### src/rtl/conv_l0_channel_scheduler.sv
// Layer-0 convolution channel scheduler.
// Steps one shared conv engine through NUM_CHANNELS kernels per frame.
//
// Ports:
//   clk, rst        clock, asynchronous active-high reset
//   frame_start     pulse, starts a frame when idle
//   abort           level, drops the frame and returns to idle
//   eng_start       one-cycle start pulse to the conv engine
//   eng_kernel_sel  kernel index for the channel being processed
//   eng_valid_col   engine output column valid
//   eng_col_num     engine column number, 1..OUT_COLS
//   eng_done        engine completion pulse
//   res_wr_en       result memory write strobe
//   res_wr_addr     result memory column address
//   busy            high whenever the scheduler is not idle
//   frame_done      one-cycle pulse after a frame without timeout
//   err             sticky {timeout, count_mismatch, col_range}
module conv_l0_channel_scheduler #(
    parameter int NUM_CHANNELS = 4,
    parameter int OUT_COLS     = 24,
    parameter int COL_W        = 6,
    parameter int TIMEOUT      = 4096,
    localparam int CH_W   = (NUM_CHANNELS > 1) ? $clog2(NUM_CHANNELS) : 1,
    localparam int ADDR_W = ((NUM_CHANNELS * OUT_COLS) > 1)
                            ? $clog2(NUM_CHANNELS * OUT_COLS) : 1
) (
    input  logic              clk,
    input  logic              rst,
    input  logic              frame_start,
    input  logic              abort,
    output logic              eng_start,
    output logic [CH_W-1:0]   eng_kernel_sel,
    input  logic              eng_valid_col,
    input  logic [COL_W-1:0]  eng_col_num,
    input  logic              eng_done,
    output logic              res_wr_en,
    output logic [ADDR_W-1:0] res_wr_addr,
    output logic              busy,
    output logic              frame_done,
    output logic [2:0]        err
);

    localparam int TMR_W = (TIMEOUT > 2) ? $clog2(TIMEOUT) : 1;
    localparam int OC_W  = $clog2(OUT_COLS + 1);
    // One column per cycle at most, so the count is bounded by the timer.
    localparam int CNT_W = ((TMR_W > OC_W) ? TMR_W : OC_W) + 1;

    localparam logic [COL_W:0]  COL_MAX  = (COL_W + 1)'(OUT_COLS);
    localparam logic [CH_W-1:0] CH_LAST  = CH_W'(NUM_CHANNELS - 1);
    localparam logic [TMR_W-1:0] TMR_END = TMR_W'(TIMEOUT - 1);
    localparam logic [CNT_W-1:0] CNT_EXP = CNT_W'(OUT_COLS);

    typedef enum logic [2:0] {
        IDLE,
        LAUNCH,
        RUN,
        NEXT,
        FINISH
    } state_t;

    state_t            state_q;
    state_t            state_d;
    logic [CH_W-1:0]   ch_q;
    logic [CH_W-1:0]   ch_d;
    logic [CNT_W-1:0]  col_cnt_q;
    logic [CNT_W-1:0]  col_cnt_d;
    logic [TMR_W-1:0]  timer_q;
    logic [TMR_W-1:0]  timer_d;
    logic [2:0]        err_q;
    logic [2:0]        err_d;
    logic              wr_en_q;
    logic              wr_en_d;
    logic [ADDR_W-1:0] wr_addr_q;
    logic [ADDR_W-1:0] wr_addr_d;

    logic              in_range;
    logic              accept;
    logic              bad_col;
    logic [ADDR_W-1:0] base;
    logic [ADDR_W-1:0] col_off;
    logic [CNT_W-1:0]  cnt_total;

    always_ff @(posedge clk or posedge rst) begin
        if (rst) begin
            state_q   <= IDLE;
            ch_q      <= '0;
            col_cnt_q <= '0;
            timer_q   <= '0;
            err_q     <= '0;
            wr_en_q   <= 1'b0;
            wr_addr_q <= '0;
        end else begin
            state_q   <= state_d;
            ch_q      <= ch_d;
            col_cnt_q <= col_cnt_d;
            timer_q   <= timer_d;
            err_q     <= err_d;
            wr_en_q   <= wr_en_d;
            wr_addr_q <= wr_addr_d;
        end
    end

    always_comb begin
        in_range  = (eng_col_num != '0) && ({1'b0, eng_col_num} <= COL_MAX);
        accept    = eng_valid_col && in_range;
        bad_col   = eng_valid_col && !in_range;
        base      = ADDR_W'(ch_q) * ADDR_W'(OUT_COLS);
        col_off   = ADDR_W'(eng_col_num) - ADDR_W'(1);
        // Column arriving together with eng_done still counts.
        cnt_total = col_cnt_q + CNT_W'(accept);

        state_d   = state_q;
        ch_d      = ch_q;
        col_cnt_d = col_cnt_q;
        timer_d   = timer_q;
        err_d     = err_q;
        wr_en_d   = 1'b0;
        wr_addr_d = wr_addr_q;

        case (state_q)
            IDLE: begin
                if (frame_start) begin
                    state_d = LAUNCH;
                    ch_d    = '0;
                    err_d   = '0;
                end
            end
            LAUNCH: begin
                col_cnt_d = '0;
                timer_d   = '0;
                state_d   = RUN;
            end
            RUN: begin
                timer_d = timer_q + TMR_W'(1);
                if (accept) begin
                    wr_en_d   = 1'b1;
                    wr_addr_d = base + col_off;
                    col_cnt_d = cnt_total;
                end
                if (bad_col) begin
                    err_d[0] = 1'b1;
                end
                if (eng_done) begin
                    if (cnt_total != CNT_EXP) begin
                        err_d[1] = 1'b1;
                    end
                    state_d = NEXT;
                end else if (timer_q == TMR_END) begin
                    err_d[2] = 1'b1;
                    state_d  = FINISH;
                end
            end
            NEXT: begin
                if (ch_q == CH_LAST) begin
                    state_d = FINISH;
                end else begin
                    ch_d    = ch_q + CH_W'(1);
                    state_d = LAUNCH;
                end
            end
            FINISH: begin
                state_d = IDLE;
            end
            default: begin
                state_d = IDLE;
            end
        endcase

        // Abort wins over every transition and kills the queued write.
        if (abort && (state_q != IDLE)) begin
            state_d = IDLE;
            wr_en_d = 1'b0;
            err_d   = err_q;
        end
    end

    assign eng_start      = (state_q == LAUNCH);
    assign eng_kernel_sel = ((state_q == LAUNCH) || (state_q == RUN))
                            ? ch_q : '0;
    assign res_wr_en      = wr_en_q;
    assign res_wr_addr    = wr_addr_q;
    assign busy           = (state_q != IDLE);
    assign frame_done     = (state_q == FINISH) && !err_q[2];
    assign err            = err_q;

endmodule

### config.mk
export PLATFORM = sky130hd
export DESIGN_NAME = conv_l0_channel_scheduler
export DESIGN_NICKNAME = d
export VERILOG_FILES = /design/src/rtl/conv_l0_channel_scheduler.sv
export SDC_FILE = /design/constraint.sdc
export NUM_CORES = 1
export LEC_CHECK = 0
export ABC_AREA = 1
export CAP_MARGIN = 25
export CORE_MARGIN = 5
export CORE_UTILIZATION = 35
export CTS_CLUSTER_DIAMETER = 150
export DETAILED_ROUTE_END_ITERATION = 8
export GPL_TIMING_DRIVEN = 0
export PLACE_DENSITY = 0.53
export SETUP_SLACK_MARGIN = 0.05
export SYNTH_ARGS = -nofsm -noshare
export SYNTH_HDL_FRONTEND = slang
export SYNTH_SLANG_ARGS = --single-unit
### constraint.sdc
create_clock -name clk -period 2.1 [get_ports clk]
set_input_delay 0.525 -clock clk [delete_from_list [all_inputs] [get_ports clk]]
set_output_delay 0.525 -clock clk [all_outputs]
set_load 0.01 [all_outputs]
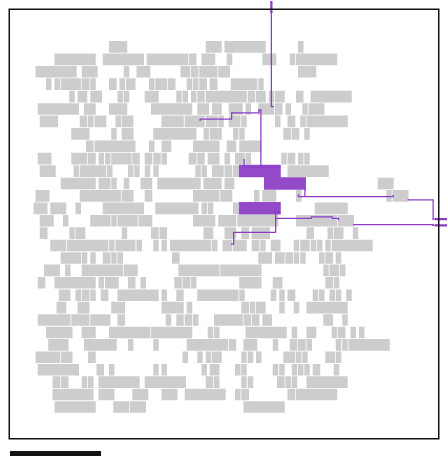
(port wiring)
Bar = 20 microns.
- purple: err (bits 3; direction output; edge 2 east, 1 north; end cells 3; buffers 3; wire 144 microns)
top-level I/O count: 28
PortBufs: 27

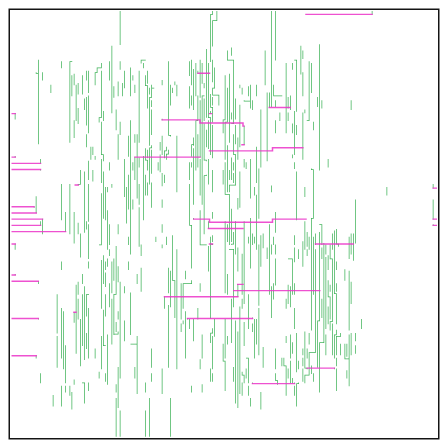
(signal wires by layer)
Only two layers are drawn.
- magenta: metal 3 (wire length 255 microns)
- green: metal 2 (wire length 2720 microns)
average wire length per cell after detail routing: 12.78 microns
routed via count: 2282
total wirelength of the detailed-routed design: 6072 microns

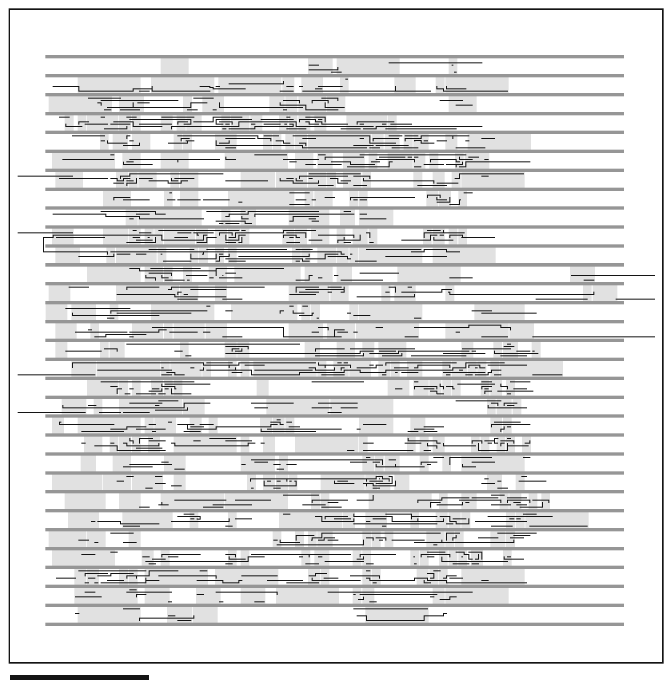
(signal wires on met1)
Bar = 20 microns. Supply wires on this layer in gray.
- share of all routed wire: 49%
- main direction: horizontal
- nets with wire on the layer: 372
GR met1 Demand/Resource: 19.60%

==> metrics.yaml <==
outcome:
  status: "finished with violations"
  violations: "negative setup slack"
routing:
  route.antenna.remaining_nets: 0
  drt-pass1-iter-count: 4
pwr:
  swShare_pct: 39.35
placed_design:
  pre_cts_ws_ns: -1.242
floorplanning:
  rows: 30
  nWellTaps: 96
final_timing:
  timing.final.ws_setup_ns: -0.08217
  slew_headroom_pct: 75.25
  setup_violations: 1
global_routing:
  grt.overflow.total: 0
  grt_pass1_vias: 2156
cells_and_area:
  diodes: 0
  bufAreaShareNonClock_pct: 13.98
  area_growth_pct: 35.56
  n_clock_buffer: 8
critical_path:
  slowest_cp_cell: "ha_4"
clock_network:
  clkSinkCount: 41
  clockBufferDepth: 2
logic_synthesis:
  yosys.stat.chipArea_sq_um: 2456
  syn-mean-instance-area_sq_um: 7.628
==> final timing paths <==
check / to / from / cells past startpoint
min: col_cnt_q[9]$_DFFE_PP0P_ / rst / 2
max: err[1]$_DFFE_PP0P_ / eng_col_num[0] / 20
max in group asynchronous: state_q[1]$_DFFE_PP0P_ / rst / 3
max reg2reg: res_wr_addr[6]$_DFFE_PP0P_ / ch_q[0]$_DFFE_PP0P_ / 11
min in group clk: res_wr_addr[2]$_DFFE_PP0P_ / res_wr_addr[2]$_DFFE_PP0P_ / 2
min reg2reg: res_wr_addr[2]$_DFFE_PP0P_ / res_wr_addr[2]$_DFFE_PP0P_ / 2
==> what timing repair did <==
| item | CTS | global route |
|---|---|---|
| setup endpoints to repair | 27 | 6 |
| buffers inserted | 13 | 8 |
| gates resized | 61 | 22 |
| pin swaps | 12 | 7 |
Power figures rest on the tool's default switching activity, not on a simulated workload.
